### The clock network, run 1

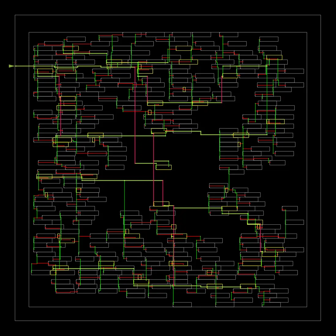
### A small window of the routed layout, run 1

Bar = 20 um. Window x 66 to 116, y 102 to 152 um. Cells in grey, sequential cells in the stronger grey; small squares are vias.
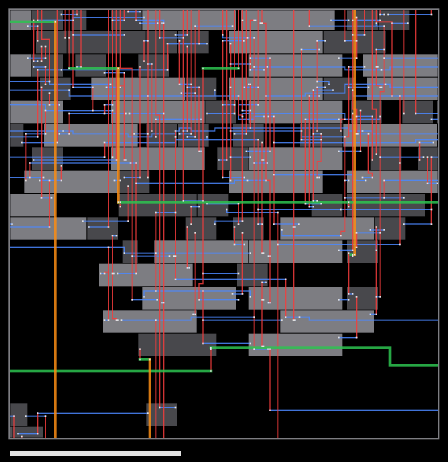
### The metal 1 layer, run 1

Bar = 50 um.
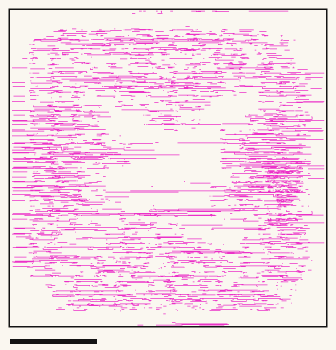
### src/rtl/lane_result_wb_arbiter_pkg.sv
// Shared types for the lane write-back stage: instruction ids, element data,
// byte strobes and the write-back source selector.
package lane_result_wb_arbiter_pkg;

  localparam int unsigned NrVInsn = 8;
  localparam int unsigned ELEN    = 64;

  typedef logic [$clog2(NrVInsn)-1:0] vid_t;
  typedef logic [ELEN-1:0]            elen_t;
  typedef logic [ELEN/8-1:0]          strb_t;

  typedef enum logic {
    WbSrcAlu,
    WbSrcMfpu
  } wb_src_e;

  function automatic wb_src_e other_src(input wb_src_e src);
    return (src == WbSrcAlu) ? WbSrcMfpu : WbSrcAlu;
  endfunction

endpackage

### src/rtl/lane_result_wb_arbiter_fifo.sv
// Small circular buffer for one write-back source. Pointers wrap explicitly at
// Depth-1 so any depth >= 1 works; full/empty come from the occupancy counter.
module lane_wb_fifo #(
  parameter int unsigned Depth   = 2,
  parameter type         entry_t = logic
) (
  input  logic   clk_i,
  input  logic   rst_i,
  input  logic   push_i,
  input  entry_t data_i,
  input  logic   pop_i,
  output entry_t data_o,
  output logic   full_o,
  output logic   empty_o
);

  localparam int unsigned PtrW = (Depth > 1) ? $clog2(Depth) : 1;
  localparam int unsigned CntW = $clog2(Depth + 1);
  localparam logic [PtrW-1:0] LastPtr = PtrW'(Depth - 1);

  entry_t            r_mem [Depth];
  logic [PtrW-1:0]   r_wr_ptr;
  logic [PtrW-1:0]   r_rd_ptr;
  logic [CntW-1:0]   r_count;
  logic              w_push;
  logic              w_pop;

  function automatic logic [PtrW-1:0] next_ptr(input logic [PtrW-1:0] ptr);
    return (ptr == LastPtr) ? '0 : ptr + PtrW'(1);
  endfunction

  assign full_o  = (r_count == CntW'(Depth));
  assign empty_o = (r_count == '0);
  assign data_o  = r_mem[r_rd_ptr];

  // A full buffer never takes a push, even when it pops in the same cycle.
  assign w_push = push_i & ~full_o;
  assign w_pop  = pop_i & ~empty_o;

  always_ff @(posedge clk_i) begin
    if (w_push) begin
      r_mem[r_wr_ptr] <= data_i;
    end
  end

  always_ff @(posedge clk_i or posedge rst_i) begin
    if (rst_i) begin
      r_wr_ptr <= '0;
      r_rd_ptr <= '0;
      r_count  <= '0;
    end else begin
      if (w_push) begin
        r_wr_ptr <= next_ptr(r_wr_ptr);
      end
      if (w_pop) begin
        r_rd_ptr <= next_ptr(r_rd_ptr);
      end
      case ({w_push, w_pop})
        2'b10:   r_count <= r_count + CntW'(1);
        2'b01:   r_count <= r_count - CntW'(1);
        default: r_count <= r_count;
      endcase
    end
  end

endmodule

### src/rtl/lane_result_wb_arbiter.sv
// Lane write-back stage: buffers ALU and MFPU result writes independently and
// round-robins the buffer heads onto the single VRF write port.
module lane_result_wb_arbiter
  import lane_result_wb_arbiter_pkg::*;
#(
  parameter int unsigned NrLanes  = 4,
  parameter int unsigned BufDepth = 2,
  parameter type         vaddr_t  = logic
) (
  input  logic               clk_i,
  input  logic               rst_i,
  input  logic               alu_result_req_i,
  input  vid_t               alu_result_id_i,
  input  vaddr_t             alu_result_addr_i,
  input  elen_t              alu_result_wdata_i,
  input  strb_t              alu_result_be_i,
  output logic               alu_result_gnt_o,
  input  logic               mfpu_result_req_i,
  input  vid_t               mfpu_result_id_i,
  input  vaddr_t             mfpu_result_addr_i,
  input  elen_t              mfpu_result_wdata_i,
  input  strb_t              mfpu_result_be_i,
  output logic               mfpu_result_gnt_o,
  output logic               vrf_wr_valid_o,
  output vid_t               vrf_wr_id_o,
  output vaddr_t             vrf_wr_addr_o,
  output elen_t              vrf_wr_wdata_o,
  output strb_t              vrf_wr_be_o,
  input  logic               vrf_wr_ready_i,
  output logic [NrVInsn-1:0] vinsn_written_o,
  output logic               wb_idle_o
);

  if (BufDepth < 1 || NrLanes < 1) begin : g_bad_params
    $error("lane_result_wb_arbiter: BufDepth and NrLanes must be >= 1");
  end

  typedef struct packed {
    vid_t   id;
    vaddr_t addr;
    elen_t  wdata;
    strb_t  be;
  } wb_entry_t;

  wb_entry_t w_alu_in;
  wb_entry_t w_mfpu_in;
  wb_entry_t w_alu_head;
  wb_entry_t w_mfpu_head;
  wb_entry_t w_head;
  logic      w_alu_full;
  logic      w_alu_empty;
  logic      w_mfpu_full;
  logic      w_mfpu_empty;
  logic      w_alu_valid;
  logic      w_mfpu_valid;
  logic      w_pop;
  logic      w_alu_pop;
  logic      w_mfpu_pop;
  wb_src_e   w_sel;

  wb_src_e   r_rr;
  logic      r_lock;
  wb_src_e   r_lock_src;
  wb_src_e   w_rr_d;
  logic      w_lock_d;
  wb_src_e   w_lock_src_d;

  assign w_alu_in  = '{id: alu_result_id_i,  addr: alu_result_addr_i,
                       wdata: alu_result_wdata_i,  be: alu_result_be_i};
  assign w_mfpu_in = '{id: mfpu_result_id_i, addr: mfpu_result_addr_i,
                       wdata: mfpu_result_wdata_i, be: mfpu_result_be_i};

  // Grant depends only on the request and registered occupancy, never on VRF ready.
  assign alu_result_gnt_o  = alu_result_req_i  & ~w_alu_full;
  assign mfpu_result_gnt_o = mfpu_result_req_i & ~w_mfpu_full;

  lane_wb_fifo #(
    .Depth   (BufDepth),
    .entry_t (wb_entry_t)
  ) i_alu_fifo (
    .clk_i   (clk_i),
    .rst_i   (rst_i),
    .push_i  (alu_result_gnt_o),
    .data_i  (w_alu_in),
    .pop_i   (w_alu_pop),
    .data_o  (w_alu_head),
    .full_o  (w_alu_full),
    .empty_o (w_alu_empty)
  );

  lane_wb_fifo #(
    .Depth   (BufDepth),
    .entry_t (wb_entry_t)
  ) i_mfpu_fifo (
    .clk_i   (clk_i),
    .rst_i   (rst_i),
    .push_i  (mfpu_result_gnt_o),
    .data_i  (w_mfpu_in),
    .pop_i   (w_mfpu_pop),
    .data_o  (w_mfpu_head),
    .full_o  (w_mfpu_full),
    .empty_o (w_mfpu_empty)
  );

  assign w_alu_valid  = ~w_alu_empty;
  assign w_mfpu_valid = ~w_mfpu_empty;

  // A stalled presentation keeps its source, so a late arrival cannot steal the port.
  always_comb begin
    w_sel = r_rr;
    if (r_lock) begin
      w_sel = r_lock_src;
    end else if (w_alu_valid && !w_mfpu_valid) begin
      w_sel = WbSrcAlu;
    end else if (w_mfpu_valid && !w_alu_valid) begin
      w_sel = WbSrcMfpu;
    end
  end

  assign w_head         = (w_sel == WbSrcMfpu) ? w_mfpu_head : w_alu_head;
  assign vrf_wr_valid_o = w_alu_valid | w_mfpu_valid;
  assign vrf_wr_id_o    = w_head.id;
  assign vrf_wr_addr_o  = w_head.addr;
  assign vrf_wr_wdata_o = w_head.wdata;
  assign vrf_wr_be_o    = w_head.be;

  assign w_pop      = vrf_wr_valid_o & vrf_wr_ready_i;
  assign w_alu_pop  = w_pop & (w_sel == WbSrcAlu);
  assign w_mfpu_pop = w_pop & (w_sel == WbSrcMfpu);

  always_comb begin
    vinsn_written_o = '0;
    if (w_pop) begin
      vinsn_written_o[w_head.id] = 1'b1;
    end
  end

  assign wb_idle_o = w_alu_empty & w_mfpu_empty;

  always_comb begin
    w_rr_d       = r_rr;
    w_lock_d     = r_lock;
    w_lock_src_d = r_lock_src;
    if (w_pop) begin
      w_rr_d   = other_src(w_sel);
      w_lock_d = 1'b0;
    end else if (vrf_wr_valid_o) begin
      w_lock_d     = 1'b1;
      w_lock_src_d = w_sel;
    end
  end

  always_ff @(posedge clk_i or posedge rst_i) begin
    if (rst_i) begin
      r_rr       <= WbSrcAlu;
      r_lock     <= 1'b0;
      r_lock_src <= WbSrcAlu;
    end else begin
      r_rr       <= w_rr_d;
      r_lock     <= w_lock_d;
      r_lock_src <= w_lock_src_d;
    end
  end

endmodule

### config.mk
export PLATFORM = sky130hd
export DESIGN_NAME = lane_result_wb_arbiter
export DESIGN_NICKNAME = d
export VERILOG_FILES = /design/src/rtl/lane_result_wb_arbiter_pkg.sv /design/src/rtl/lane_result_wb_arbiter_fifo.sv /design/src/rtl/lane_result_wb_arbiter.sv
export SDC_FILE = /design/constraint.sdc
export NUM_CORES = 1
export LEC_CHECK = 0
export ABC_AREA = 0
export CAP_MARGIN = 0
export CORE_MARGIN = 8
export CORE_UTILIZATION = 45
export DETAILED_ROUTE_END_ITERATION = 7
export MAX_ROUTING_LAYER = met4
export PLACE_DENSITY = 0.78
export SYNTH_ARGS = -nofsm -noshare
export SYNTH_HDL_FRONTEND = slang
export SYNTH_SLANG_ARGS = --single-unit
### constraint.sdc
create_clock -name clk_i -period 9.9 [get_ports clk_i]
set_input_delay 1.98 -clock clk_i [delete_from_list [all_inputs] [get_ports clk_i]]
set_output_delay 1.98 -clock clk_i [all_outputs]
set_load 0.1 [all_outputs]
==> flow_summary.json, run 1 <==
{
  "status": "finished clean",
  "path_cells": "clkdlybuf4s50_1 > o41ai_2 > or4_4 > a22oi_1 > clkdlybuf4s50_1",
  "syn_nets": 799,
  "crit_path_frequent_cell": "clkdlybuf4s50_1",
  "routedWlPerCell_um": 22.0,
  "num-fill-cells": 1959,
  "layout_top_cells": "edfxtp_1, clkdlybuf4s50_1, mux2i_1",
  "die_h_um": 182,
  "die_w_um": 182,
  "cts_buffers": 31,
  "tightest_slew_ns": 1.07,
  "topRoutingLayerUsed": "met4",
  "fin_ws_ns": 3.26,
  "grt_remaining_overflow": 0,
  "holdCritStartpoint": "r_lock_src",
  "clockBufferDepth": 3,
  "met2_usage_pct": 28.5,
  "slowest_stage": "clkdlybuf4s50_1",
  "ys_area_sq_um": 12300,
  "ys_seq_share_pct": 76.2,
  "setup_tns_ns": 0,
  "grt_pass1_wl_mm": 41.5,
  "dp_slack_ns": 3.28,
  "seq_area_sq_um": 9410,
  "top_logic_kind": "multiplexers",
  "seq_share_pct": 58.1,
  "simple_gate_share_pct": 1.25,
  "yosysTopAreaCell": "edfxtp_1",
  "ios": 245,
  "hold_class": "flop to flop",
  "comb_share_pct": 17.1,
  "endpoint": "vinsn_written_o[5]",
  "yosys_cells": 640,
  "cts_hold_buf": 0,
  "nNonClkInverters": 6,
  "fmax_mhz": 151,
  "place_area_sq_um": 15100,
  "buf_share_pct": 15.5,
  "path_depth": 5
}
About 'The clock network':
clock sinks: 315
# clk buffers: 33

About 'A small window of the routed layout':
M3: marked green. M4: marked orange. M1: marked blue. M2: marked red.
Most frequent: edfxtp_1 (28), mux2i_1 (25), clkdlybuf4s50_1 (14). Sequential cells in the window: 28. 74 logic cells have their middle in the window. Netlist names of flops here include i_mfpu_fifo.r_mem (17), i_alu_fifo.r_mem (11).

About 'The metal 1 layer':
995 nets have wire on it. The layer carries 11600 um of wire. The longest straight run is 53.8 um. The layer holds 42% of the routed length.
Vias: 6587
met1 usage: 20.0%
wirelength, routed: 27.8 mm

### Ports around the boundary, run 1

Bar = 50 um. Pins as bars across the die edge, other pins in grey.
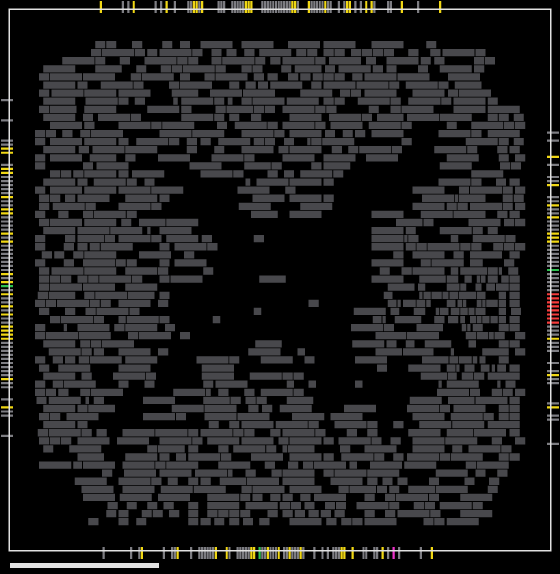

==> run 1 -> run 2 <==
Settings changed: PLACE_DENSITY 0.78 to 0.81.
Clock period 9.9 ns to 5.95 ns, I/O delays scaled along.
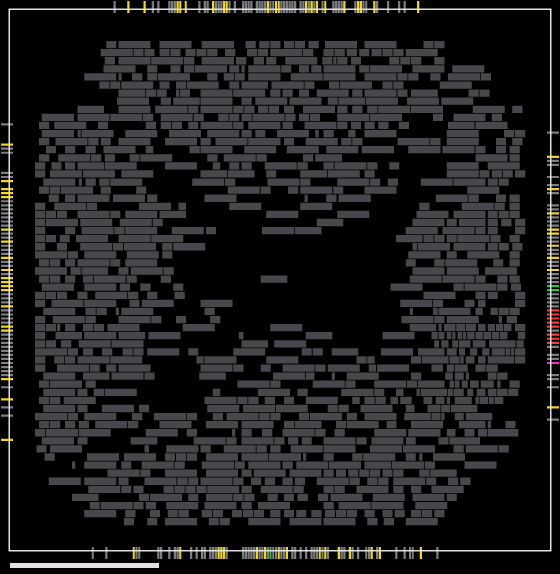
*Ports around the boundary, run 2*
Bar = 50 um. Pins as bars across the die edge, other pins in grey.
alu_result_wdata_i: marked yellow, pins 64, direction input, edge 20 north, 19 west, 16 south, 9 east. alu_result_addr_i: marked magenta, pins 1, direction input, edge east. vinsn_written_o: marked red, pins 8, direction output, edge east. alu_result_id_i: marked green, pins 3, direction input, edge 2 east, 1 south.
All pins by edge: 67 south, 66 north, 60 west, 52 east.
port bufs: 244
die width: 182 um
DIE HEIGHT: 182 um

==> run 2 against run 1 <==
Compared with the run above:
- critical path depth is 1 higher
- area after synthesis stayed put
- cell area is 0.46% lower
- final cell count is 0.40% higher
- global-route usage is 0.26 points higher
- worst hold slack worse by 0.0095 ns
- setup slack worse by 2.6 ns
==> flow_summary.json, run 2 <==
{
  "status": "finished clean",
  "ys_seq_share_pct": 76.2,
  "drcViolationCount": 0,
  "place_area_sq_um": 15200,
  "met2_usage_pct": 27.7,
  "top_logic_kind": "multiplexers",
  "clockBufferDepth": 3,
  "dp_slack_ns": 1.20,
  "setup_tns_ns": 0,
  "num-fill-cells": 1954,
  "buf_share_pct": 15.6,
  "ys_area_sq_um": 12300,
  "nNonClkInverters": 6,
  "ios": 245,
  "holdCritStartpoint": "i_mfpu_fifo.r_wr_ptr",
  "grt_remaining_overflow": 0,
  "drt_iter0_markers": 412,
  "hold_class": "flop to flop",
  "seq_area_sq_um": 9410,
  "dieArea_sq_um": 33000,
  "met1_usage_pct": 20.4,
  "wirelength_mm": 28.1,
  "seq_share_pct": 58.4,
  "slowest_stage": "clkdlybuf4s50_1",
  "fin_ws_ns": 0.709,
  "tightest_slew_ns": 1.05,
  "grt_pass1_wl_mm": 42.3,
  "endpoint": "vrf_wr_be_o[3]",
  "firstDrtPassIters": 5,
  "fmax_mhz": 191,
  "holdWs_ns": 0.554,
  "simple_gate_share_pct": 1.25,
  "routedWlPerCell_um": 22.2,
  "postCtsResizedCells": 0,
  "topRoutingLayerUsed": "met4",
  "layout_top_cells": "edfxtp_1, clkdlybuf4s50_1, mux2i_1",
  "path_depth": 6,
  "yosysTopAreaCell": "edfxtp_1",
  "setup.worst_path.start": "i_alu_fifo.r_count[0]"
}
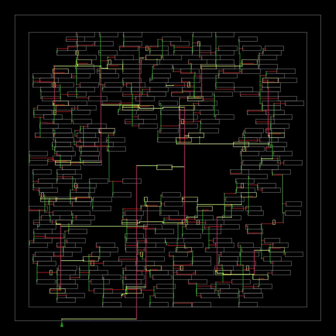
*The clock network, run 2*
cts bufs inserted: 34
# clk buffers: 45
Flops: 315
Worst-Skew Late Latency: 0.50 ns

### The metal 1 layer, run 2

Bar = 50 um.
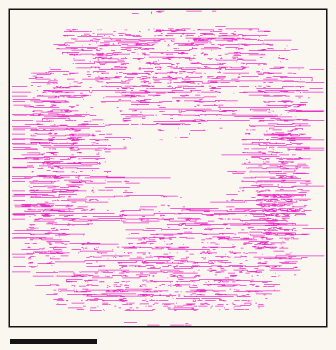

==> run 2 -> run 3 <==
Settings changed: CORE_UTILIZATION 45 to 47, PLACE_DENSITY 0.81 to 0.84, REMOVE_ABC_BUFFERS set to 1.
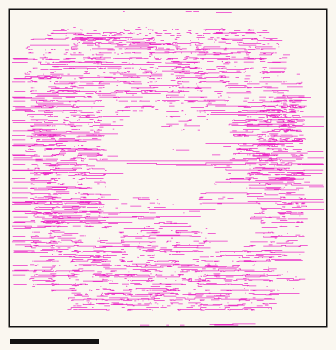
*The metal 1 layer, run 3*
Bar = 50 um.
wirelength, routed: 27.6 mm
Vias: 6673
met1 usage: 20.6%

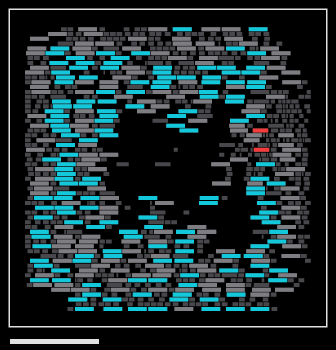
*Sequential cells grouped by signal name, run 3*
Bar = 50 um. Other sequential cells in the stronger grey, the rest of the logic in the fainter grey.
i_mfpu_fifo.r_mem: marked cyan, sequential cells 152, where widely spread. i_alu_fifo.r_count: marked red, sequential cells 2.
Another 161 sequential cells are not coloured.
Seq/total area: 58.6%
Finished Core Util: 62.0%
register area: 9410 sq um

==> run 3 against run 2 <==
Compared with the run above:
- critical endpoint is now vrf_wr_wdata_o[2]
- worst hold slack better by 0.0021 ns
- final cell count is 0.79% lower
- global-route usage is 0.43 points higher
- sequential share of layout area is 0.24 points higher
==> flow_summary.json, run 3 <==
{
  "status": "finished clean",
  "nNonClkInverters": 6,
  "grt_pass1_wl_mm": 41.4,
  "clk_latency_ns": 0.55,
  "numPortBuffers": 244,
  "nClkBuffers": 42,
  "slowest_stage": "clkdlybuf4s50_1",
  "tightest_slew_ns": 1.04,
  "ys_area_sq_um": 12300,
  "ys_seq_share_pct": 76.2,
  "topRoutingLayerUsed": "met4",
  "hold_class": "flop to flop",
  "cts_buffers": 31,
  "buf_share_pct": 15.7,
  "holdWs_ns": 0.556,
  "yosysTopAreaCell": "edfxtp_1",
  "setup_tns_ns": 0,
  "drt_iter0_markers": 426,
  "simple_gate_share_pct": 1.25,
  "die_h_um": 178,
  "die_w_um": 178,
  "firstDrtPassIters": 4,
  "setup.worst_path.start": "i_alu_fifo.r_count[0]",
  "fmax_mhz": 193,
  "drcViolationCount": 0,
  "ff_count": 315,
  "num-fill-cells": 1833,
  "met2_usage_pct": 29.8,
  "fin_ws_ns": 0.771,
  "postCtsResizedCells": 0,
  "clockBufferDepth": 3,
  "dieArea_sq_um": 31700,
  "grt_remaining_overflow": 0,
  "routedWlPerCell_um": 22.0,
  "ios": 245,
  "path_depth": 6,
  "top_logic_kind": "multiplexers",
  "holdCritStartpoint": "i_mfpu_fifo.r_wr_ptr"
}
